===== src/rtl/mem_port_arbiter.sv =====
// mem_port_arbiter: shares the single mainMemory port between the I-fetch and D requesters.
// Define ARB_ROUND_ROBIN_EN for round-robin tie-breaking; otherwise D has fixed priority over I.
module mem_port_arbiter #(
  parameter int unsigned AW     = 32,
  parameter int unsigned DW     = 32,
  parameter logic [2:0]  IF_BHW = 3'b100
) (
  input  logic          CLK,
  input  logic          nRST,
  input  logic          i_req,
  input  logic [AW-1:0] i_adr,
  output logic          i_ack,
  output logic [DW-1:0] i_rdata,
  input  logic          d_req,
  input  logic          d_wr_nrd,
  input  logic [2:0]    d_bhw,
  input  logic [AW-1:0] d_adr,
  input  logic [DW-1:0] d_wdata,
  output logic          d_ack,
  output logic [DW-1:0] d_rdata,
  output logic          mem_request,
  output logic [2:0]    mem_bhw,
  output logic          mem_WR_nRD,
  output logic [AW-1:0] mem_ADR,
  output logic [DW-1:0] mem_DATA,
  input  logic [DW-1:0] mem_DATAOUT,
  input  logic          mem_send,
  output logic          busy,
  output logic          grant_d
);

  typedef enum logic [1:0] {ST_IDLE, ST_ISSUE, ST_WAIT, ST_RESP} state_t;

  state_t          state, state_nxt;
  logic            pick_d;
  logic            i_ack_nxt, d_ack_nxt, mem_request_nxt, mem_WR_nRD_nxt;
  logic            busy_nxt, grant_d_nxt;
  logic [2:0]      mem_bhw_nxt;
  logic [AW-1:0]   mem_ADR_nxt;
  logic [DW-1:0]   mem_DATA_nxt, i_rdata_nxt, d_rdata_nxt;

`ifdef ARB_ROUND_ROBIN_EN
  logic last_grant;  // 1 = D was granted last

  // On a tie the port not granted last wins; a lone requester always wins.
  always_comb begin
    pick_d = d_req && (!i_req || !last_grant);
  end

  always_ff @(posedge CLK or negedge nRST) begin
    if (!nRST) begin
      last_grant <= 1'b0;
    end else if (state == ST_IDLE && (i_req || d_req)) begin
      last_grant <= pick_d;
    end
  end
`else
  always_comb begin
    pick_d = d_req;
  end
`endif

  always_comb begin
    state_nxt       = state;
    i_ack_nxt       = 1'b0;
    d_ack_nxt       = 1'b0;
    mem_request_nxt = 1'b0;
    i_rdata_nxt     = i_rdata;
    d_rdata_nxt     = d_rdata;
    mem_bhw_nxt     = mem_bhw;
    mem_WR_nRD_nxt  = mem_WR_nRD;
    mem_ADR_nxt     = mem_ADR;
    mem_DATA_nxt    = mem_DATA;
    grant_d_nxt     = grant_d;
    case (state)
      ST_IDLE: begin
        if (i_req || d_req) begin
          grant_d_nxt     = pick_d;
          mem_request_nxt = 1'b1;
          state_nxt       = ST_ISSUE;
          if (pick_d) begin
            mem_ADR_nxt    = d_adr;
            mem_bhw_nxt    = d_bhw;
            mem_WR_nRD_nxt = d_wr_nrd;
            mem_DATA_nxt   = d_wdata;
          end else begin
            mem_ADR_nxt    = i_adr;
            mem_bhw_nxt    = IF_BHW;
            mem_WR_nRD_nxt = 1'b0;
            mem_DATA_nxt   = '0;
          end
        end
      end
      ST_ISSUE: begin
        state_nxt = ST_WAIT;
      end
      ST_WAIT: begin
        if (mem_send) begin
          state_nxt = ST_RESP;
          if (grant_d) begin
            d_rdata_nxt = mem_WR_nRD ? '0 : mem_DATAOUT;
            d_ack_nxt   = 1'b1;
          end else begin
            i_rdata_nxt = mem_DATAOUT;
            i_ack_nxt   = 1'b1;
          end
        end
      end
      ST_RESP: begin
        state_nxt = ST_IDLE;
      end
      default: begin
        state_nxt = ST_IDLE;
      end
    endcase
    busy_nxt = (state_nxt != ST_IDLE);
  end

  // Every output is a flop loaded from its *_nxt value, so the ports stay glitch-free.
  always_ff @(posedge CLK or negedge nRST) begin
    if (!nRST) begin
      state       <= ST_IDLE;
      i_ack       <= 1'b0;
      d_ack       <= 1'b0;
      i_rdata     <= '0;
      d_rdata     <= '0;
      mem_request <= 1'b0;
      mem_bhw     <= '0;
      mem_WR_nRD  <= 1'b0;
      mem_ADR     <= '0;
      mem_DATA    <= '0;
      busy        <= 1'b0;
      grant_d     <= 1'b0;
    end else begin
      state       <= state_nxt;
      i_ack       <= i_ack_nxt;
      d_ack       <= d_ack_nxt;
      i_rdata     <= i_rdata_nxt;
      d_rdata     <= d_rdata_nxt;
      mem_request <= mem_request_nxt;
      mem_bhw     <= mem_bhw_nxt;
      mem_WR_nRD  <= mem_WR_nRD_nxt;
      mem_ADR     <= mem_ADR_nxt;
      mem_DATA    <= mem_DATA_nxt;
      busy        <= busy_nxt;
      grant_d     <= grant_d_nxt;
    end
  end

endmodule

===== config.mk =====
export PLATFORM = sky130hd
export DESIGN_NAME = mem_port_arbiter
export DESIGN_NICKNAME = d
export VERILOG_FILES = /design/src/rtl/mem_port_arbiter.sv
export SDC_FILE = /design/constraint.sdc
export NUM_CORES = 1
export LEC_CHECK = 0
export CORE_MARGIN = 3
export CORE_UTILIZATION = 38
export DETAILED_ROUTE_END_ITERATION = 10
export PLACE_DENSITY = 0.77
export SETUP_SLACK_MARGIN = 0.2
export SLEW_MARGIN = 20
export SYNTH_ARGS = -nofsm -noshare
export SYNTH_HDL_FRONTEND = slang
export SYNTH_SLANG_ARGS = --single-unit

===== constraint.sdc =====
create_clock -name CLK -period 1.6 [get_ports CLK]
set_clock_uncertainty 0.05 [all_clocks]
set_input_delay 0.16 -clock CLK [delete_from_list [all_inputs] [get_ports CLK]]
set_output_delay 0.16 -clock CLK [all_outputs]
set_load 0.03 [all_outputs]

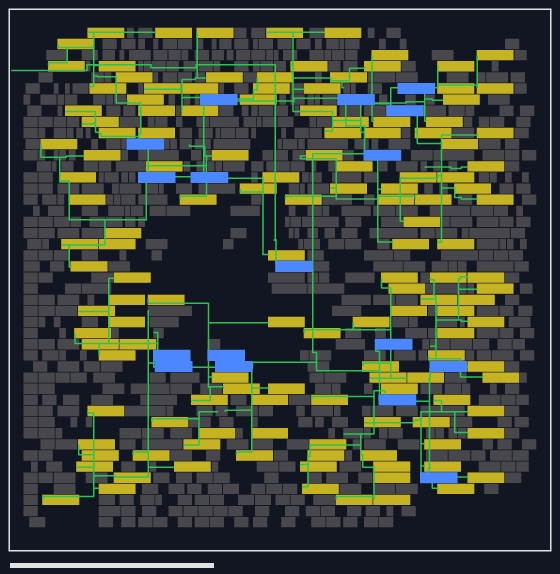
(run_1/clock_map.png)
Bar = 50 um.
Key: yellow = flip-flops [count 139]; blue = cells driving clock nets [count 17]; green = clock wires [length 1740 um]
There are 18 routed clock nets.

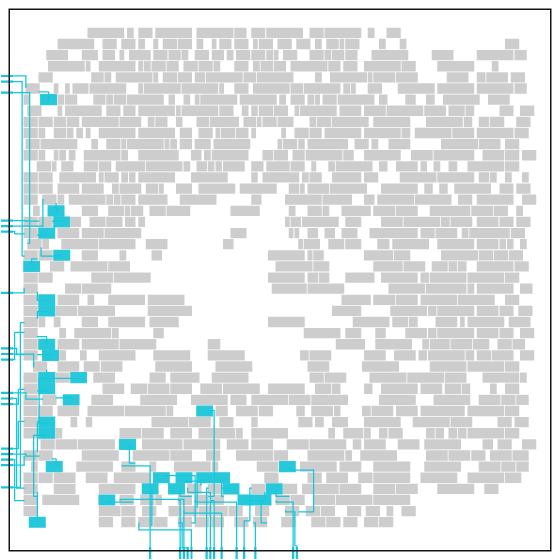
(run_1/port_nets.png)
Key: cyan = i_adr [bits 32, direction input, end cells 32, wire 732 um]

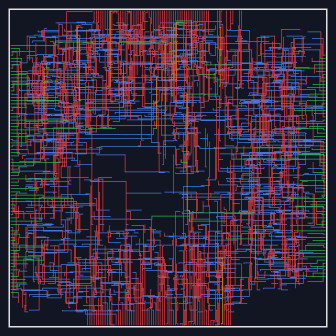
(run_1/metal_stack.png)
Key: orange = met4 [wire length 404 um]; red = met2 [wire length 10200 um]; blue = met1 [wire length 7950 um]; green = met3 [wire length 1230 um]

==> results.ini, run 1 <==
[outcome]
status = finished, violations left
violations = negative setup slack

[timing]
rsz0062_at_grt = yes
holdWs_ns = 0.189
period_needed_ns = 1.62
hold_viol_final = 0
report.final.setup_viol = 5
setup_slack_ns = -0.0182

[critical_path]
timing.rr.end = d_rdata[14]
crit_fanout = 6
worst_ep_required_time_ns = 1.85
arrival_ns = 1.86

[grt]
grt_pass1_vias = 5325
grt_usage_pct = 21.8
grt_pass1_wl_mm = 30.1

[logic_synthesis]
ys_seq_elements = 139
ys_warn_count = 0
synth_stat.cells = 453
yosysTopAreaCell = dfrtp_1
syn_nets = 593
syn_inst = 453
top_cell_area_share_pct = 57.6

[die]
chip_area_sq_um = 17400
ios = 274
initCoreUtil_pct = 39.3

[layout]
fin_cells = 1005
fin_nets = 921
antenna_cells = 0

[placement]
gp_congestion = 0.790
portBuffers = 273
placed_area_sq_um = 9150

[route]
viasPerCell = 4.85
drtPass1Iterations = 4

[cts]
clk_latency_ns = 0.41
cts-root-buf = clkbuf_16
clk_pin_slew_ns = 0.06

[job]
maxCapViolations = 0

[pwr]
peakVddDrop_mv = 1.10

==> run 1: where the power goes <==
group | leakage, nW | switching [mW] | internal, mW
clock | 0.274 | 1.54 | 2.38
sequential | 1.70 | 1.03 | 5.19
combinational | 2.97 | 6.61 | 6.07
==> run 1: repair_timing <==
action,CTS,global route
pin swaps,21,20
gates cloned,10,6
hold buffers,1,0
endpoints found under the hold margin,72,0
endpoints found under the setup margin,259,226
resized,370,144
setup buffers,21,3
==> run 1: logic make-up after synthesis <==
family | count (synthesis) | synth area share (%)
flip-flops | 139 | 57.6
AND-OR/OR-AND | 40 | 3.44
adder cells (fa/ha/maj) | 3 | 0.621
multiplexers | 129 | 26.1
buffers and inverters | 70 | 5.49
AND/OR/NAND/NOR | 72 | 6.77
==> run 1: cells in the mapped netlist (all sizes together) <==
| master | n |
|---|---|
| clkbuf | 8 |
| nand3b | 2 |
| a22oi | 1 |
| buf | 22 |
| mux2 | 129 |
| nand3 | 35 |
| o21a | 2 |
| a21oi | 1 |
| o21ai | 36 |
| nor2b | 32 |
| dfrtp | 139 |
| nor2 | 1 |
| and3 | 1 |
| ha | 3 |
| inv | 40 |
| nor4b | 1 |
==> run 1: cells in the final DEF (no fill, tap or decap), types with 2 or more instances in the layout <==
master	instances
buf_12	16
buf_16	8
buf_4	14
buf_6	18
buf_8	5
bufinv_16	2
clkbuf_16	22
clkbuf_2	55
clkbuf_8	2
clkdlybuf4s15_1	60
clkdlybuf4s15_2	11
clkdlybuf4s50_1	134
clkinv_2	2
clkinvlp_4	6
dfrtp_1	139
dlygate4sd2_1	10
ha_4	3
inv_1	38
inv_2	2
inv_6	2
mux2_2	37
mux2_4	92
nand3_1	35
nand3b_1	2
nor2b_1	32
o21ai_0	2
o21ai_2	32
o21ai_4	2
==> run 1: sequential cells by signal, summed over array words and instances (netlist names) <==
name / cells
busy: 1
d_ack: 1
i_rdata: 32
mem_request: 1
i_ack: 1
mem_bhw: 3
d_rdata: 32
grant_d: 1
mem_ADR: 32
mem_WR_nRD: 1
mem_DATA: 32
state: 2
==> run 1: layout make-up <==
cell class              instances  area (sq um)  area share, %
repair buffers                339          3520           33.0
flip-flops and latches        139          3480           32.6
multi-input cells             244          2660           24.9
clock buffers                  19           453           4.24
well taps                     211           264           2.47
inverters                      40           150           1.41
clock inverters                13           141           1.32
==> run 1: how the worst max path moves through the flow <==
stage / start / slack, ns / end / depth (start not counted)
after detailed placement: state[0] / -0.06 / d_rdata[25] / 5
after floorplan: state[0] / 0.04 / grant_d / 7
after global routing: state[0] / -0.05 / d_rdata[21] / 6
final: state[0] / -0.02 / d_rdata[14] / 6
after CTS: state[0] / 0.0006 / d_rdata[31] / 6
after global placement: mem_send / -0.02 / d_rdata[29] / 4
==> run 1: layer usage <==
layer  up-vias  wire (um)  GRT usage (%)
li1       2200          -              -
met1      2438       7950           26.3
met2       205      10200           38.1
met3        33       1230           6.26
met4         0        404           6.53
met5         -          0              0
==> run 1: critical path: stages, from the launching register on <==
cell and delay [ns]:
dfrtp_1 0.39, inv_2 0.11, ha_4 0.14, and3_4 0.22, buf_12 0.12, clkbuf_16 0.14, mux2_2 0.32
--- run 2 (diff from run 1) ---
- CTS_CLUSTER_SIZE: not set -> 25
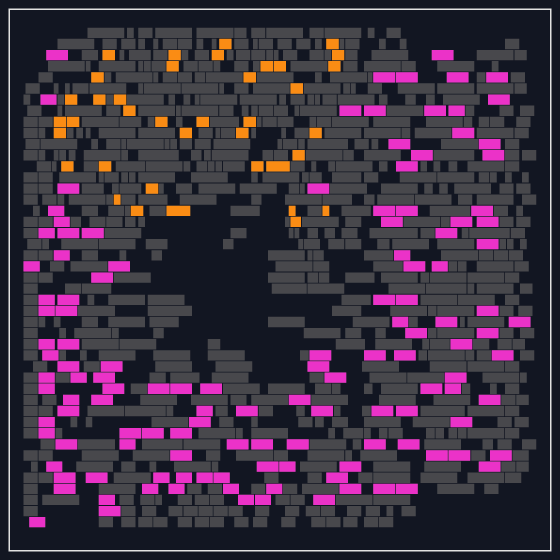
(run_2/gate_families.png)
Key: magenta = multiplexers [cells 129, most used mux2_4, where widely spread]; orange = inverting AOI/OAI gates [cells 38, most used o21ai_2]

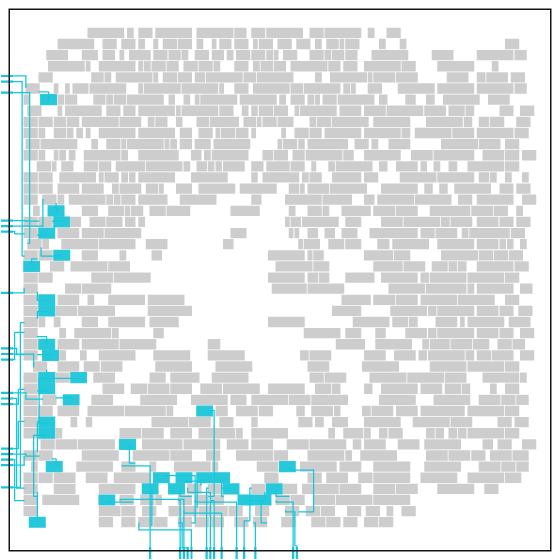
(run_2/port_nets.png)
Key: cyan = i_adr [bits 32, direction input, end cells 32, wire 732 um]

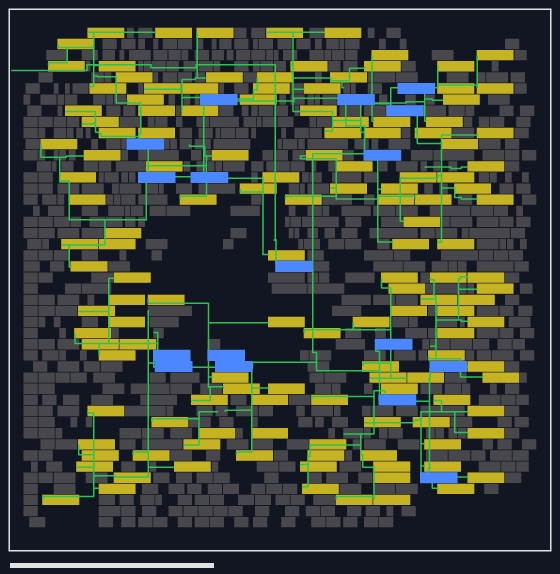
(run_2/clock_map.png)
Bar = 50 um.
Key: blue = cells driving clock nets [count 17]; green = clock wires [length 1740 um]; yellow = flip-flops [count 139]
There are 18 routed clock nets. Position of the flops: widely spread.

==> results.ini, run 2 <==
[logic_synthesis]
yosysTopAreaCell = dfrtp_1
async_reset_ff_share_pct = 100  ; unchanged
ys_warn_count = 0  ; unchanged
top_cell_area_share_pct = 57.6  ; unchanged
edf_count = 0  ; unchanged
synth_stat.cells = 453  ; unchanged
synthTopCellsByCount = 139 x dfrtp_1, 96 x mux2_2, 40 x inv_1, 36 x o21ai_0, 35 x nand3_1
ys_seq_elements = 139  ; unchanged

[grt]
met3_usage_pct = 6.26  ; unchanged
grt.met1_usage_pct = 26.3  ; unchanged
gr-usage-met2_pct = 38.1  ; unchanged
grt_pass1_vias = 5325  ; unchanged
grt_pass1_wl_mm = 30.1  ; unchanged
grt_usage_pct = 21.8  ; unchanged

[timing]
period_needed_ns = 1.62  ; unchanged
setup_slack_ns = -0.0182  ; unchanged
holdWs_ns = 0.189  ; unchanged
rsz0062_at_grt = yes
report.final.setup_viol = 5  ; unchanged
hold_viol_final = 0  ; unchanged

[die]
initCoreUtil_pct = 39.3  ; unchanged
chip_area_sq_um = 17400  ; unchanged
ios = 274  ; unchanged

[layout]
comb_area_sq_um = 2660  ; unchanged
regArea_sq_um = 3480  ; unchanged
fin_nets = 921  ; unchanged
final_cell_mix = 139 x dfrtp_1, 134 x clkdlybuf4s50_1, 92 x mux2_4, 60 x clkdlybuf4s15_1, 55 x clkbuf_2
antenna_cells = 0  ; unchanged

[cts]
clk_latency_ns = 0.41  ; about the same
cts-root-buf = clkbuf_16

[route]
viasPerCell = 4.85  ; unchanged
drtPass1Iterations = 4  ; unchanged

[critical_path]
cp_cell_sequence = inv_2 > ha_4 > and3_4 > buf_12 > clkbuf_16 > mux2_2
arrival_ns = 1.86  ; about the same
timing.rr.end = d_rdata[14]
crit_fanout = 6  ; unchanged
r2r_slack_ns = -0.02
worst_ep_required_time_ns = 1.85  ; about the same
critical_path.max_stage_delay_ns = 0.39  ; about the same
crit_slowest_cell = dfrtp_1
cp_top_family = flip-flops

[outcome]
violations = negative setup slack
status = finished, violations left

[placement]
placed_area_sq_um = 9150  ; unchanged
portBuffers = 273  ; unchanged

[job]
maxCapViolations = 0  ; unchanged

run 2: cell counts after synthesis:
No cell type changed its count.
run 2: worst max path at each step:
| stage | startpoint | to | slack, ns | depth (start not counted) |
|---|---|---|---|---|
| 4_1_cts | state[0] | d_rdata[31] | 0.0006 | 6 |
| 2_1_floorplan | state[0] | grant_d | 0.04 | 7 |
| 5_1_grt | state[0] | d_rdata[21] | -0.05 | 6 |
| 6_report | state[0] | d_rdata[14] | -0.02 | 6 |
| 3_5_place_dp | state[0] | d_rdata[25] | -0.06 | 5 |
| 3_3_place_gp | mem_send | d_rdata[29] | -0.02 | 4 |
run 2: power by group:
| part | total (mW) | internal (mW) | leakage [nW] | switching [mW] |
|---|---|---|---|---|
| logic | 12.7 | 6.07 | 2.97 | 6.61 |
| registers | 6.22 | 5.19 | 1.70 | 1.03 |
| clock network | 3.92 | 2.38 | 0.274 | 1.54 |
run 2: cells by family after synthesis:
| group | synth area share [%] |
|---|---|
| buf+inv | 5.49 |
| mux | 26.1 |
| flops | 57.6 |
| compound gates | 3.44 |
| simple gates | 6.77 |
| fa+ha+maj | 0.621 |
run 2: area by class of cell:
cell class              instances  area share, %
well taps                     211           2.47
clock inverters                13           1.32
clock buffers                  19           4.24
repair buffers                339           33.0
inverters                      40           1.41
flip-flops and latches        139           32.6
multi-input cells             244           24.9
run 2: per-stage QoR:
step	setup slack [ns]	instances	total power, mW	setup TNS [ns]
CTS	0.000632	996	22.2	0
floorplan	0.0430	453	12.5	0
global placement	-0.0222	932	16.9	-0.566
global route	-0.0526	1005	23.9	-1.56
finish	-0.0182	1005	22.8	-0.0703
detailed placement	-0.0577	932	17.2	-1.62
run 2: timing repair:
action,CTS,global route
cloned,10,6
endpoints found under the hold margin,72,0
setup endpoints to repair,259,226
resized,370,144
pin swaps,21,20
setup buffers,21,3
hold buffers,1,0
run 2: worst register-to-register path, stage by stage, from the launching register on:
cell and delay, ns:
dfrtp_1 0.39, inv_2 0.11, ha_4 0.15, and3_4 0.22, buf_12 0.12, clkbuf_16 0.14, mux2_2 0.32
run 2: per-layer routing:
layer	vias to the layer above	routed length [um]
li1	2200	-
met1	2438	7950
met2	205	10200
met3	33	1230
met4	0	404
met5	-	0
--- run 3 (diff from run 2) ---
- PLACE_DENSITY: 0.77 -> 0.73
- SLEW_MARGIN: 20 -> not set
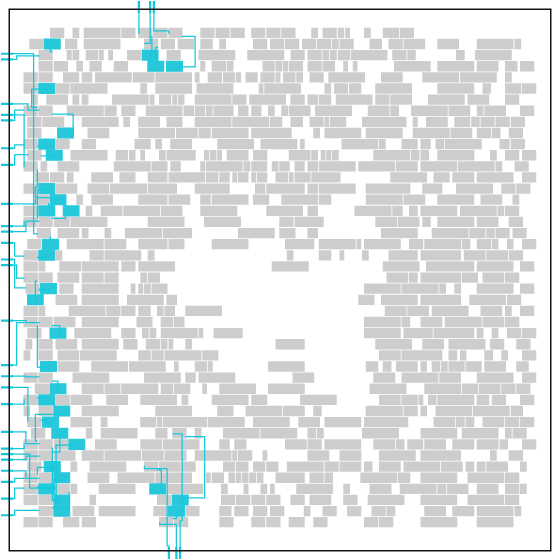
(run_3/port_nets.png)
Key: cyan = i_adr [bits 32, direction input, end cells 32, wire 573 um]

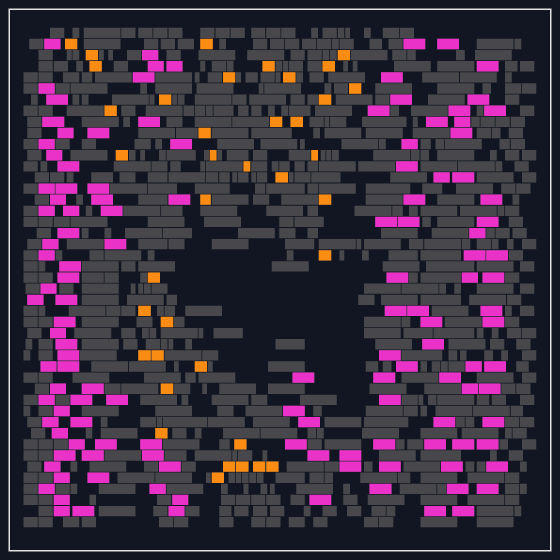
(run_3/gate_families.png)
Key: orange = inverting AOI/OAI gates [cells 38, most used o21ai_2]; magenta = multiplexers [cells 129, most used mux2_4, where widely spread]

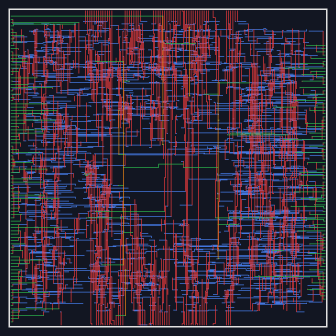
(run_3/metal_stack.png)
DR WL/cell: 19.9 um
Vias: 4816

==> results.ini, run 3 <==
[critical_path]
crit_slowest_cell = dfrtp_1
cp_top_family = buffers and inverters
worstSetupStartpoint = state[0]
path_depth = 7  ; +1
r2r_slack_ns = -0.03  ; -0.02 ns
critical_path.max_stage_delay_ns = 0.39  ; about the same
worst_ep_required_time_ns = 1.84  ; about the same

[logic_synthesis]
ys_seq_elements = 139  ; unchanged
yosysTopAreaCell = dfrtp_1
synthTopCellsByCount = 139 x dfrtp_1, 96 x mux2_2, 40 x inv_1, 36 x o21ai_0, 35 x nand3_1

[grt]
grt_usage_pct = 21.3  ; -0.55 points

[timing]
hold_viol_final = 0  ; unchanged
setup_slack_ns = -0.0334  ; -0.0152 ns
setup_tns_ns = -1.05  ; -0.977 ns
report.final.setup_viol = 57  ; +52
rsz0062_at_grt = yes

[layout]
comb_area_sq_um = 2630  ; -1.2%
fin_nets = 917  ; -0.43%

[die]
ios = 274  ; unchanged
initCoreUtil_pct = 39.3  ; unchanged

[outcome]
status = finished, violations left
violations = negative setup slack

[placement]
placed_area_sq_um = 9100  ; -0.52%
portBuffers = 273  ; unchanged

[job]
maxCapViolations = 0  ; unchanged

[route]
drtPass1Iterations = 4  ; unchanged

-- run 3: cell counts after synthesis --
No cell type changed its count.
-- run 3: report_power, final --
group,internal (mW),switching (mW)
Combinational,5.81,6.55
Sequential,5.19,1.05
Clock,2.74,1.49
-- run 3: cell type report --
class	count	area share [%]
Sequential cell	139	32.8
Timing Repair Buffer	335	32.5
Multi-Input combinational cell	244	24.8
Clock buffer	22	4.47
Tap cell	211	2.49
Clock inverter	10	1.53
Inverter	40	1.42
-- run 3: logic make-up after synthesis --
| kind of cell | count (synthesis) | share of synthesized area (%) |
|---|---|---|
| and+or+nand+nor | 72 | 6.77 |
| DFF | 139 | 57.6 |
| buffers and inverters | 70 | 5.49 |
| adders and majority gates | 3 | 0.621 |
| AOI/OAI and AO/OA | 40 | 3.44 |
| muxes | 129 | 26.1 |
-- run 3: worst min-delay path by stage --
stage / start / to / cells past startpoint / slack [ns]
floorplan: nRST / busy / 0 / -0.19
global route: nRST / d_rdata[27] / 2 / 0.20
finish: nRST / i_rdata[27] / 2 / 0.17
detailed placement: nRST / d_rdata[27] / 1 / 0.05
CTS: nRST / d_rdata[27] / 2 / 0.18
global placement: nRST / d_rdata[27] / 1 / 0.05
-- run 3: timing repair --
action                     4_1_cts  5_1_grt
hold buffers                     1        0
setup endpoints to repair      234      221
hold endpoints to repair        39        0
gates resized                  310      193
setup buffers                   12       17
gates cloned                     8        7
pin swaps                        2        1
-- run 3: routing by layer --
metal | GRT usage (%) | vias up | share of wire (%)
met1 | 26.2 | 2397 | 41
met5 | 0 | - | 0
li1 | - | 2182 | -
met4 | 5.60 | 0 | 1.4
met2 | 36.5 | 214 | 51
met3 | 6.60 | 23 | 6.6
-- run 3: per-stage QoR --
stage,hold WS [ns],cells
4_1_cts,0.177,977
3_3_place_gp,0.0489,924
2_1_floorplan,-0.186,453
5_1_grt,0.199,1001
3_5_place_dp,0.0519,924
6_report,0.174,1001
Power is estimated from default activity; no workload was simulated.
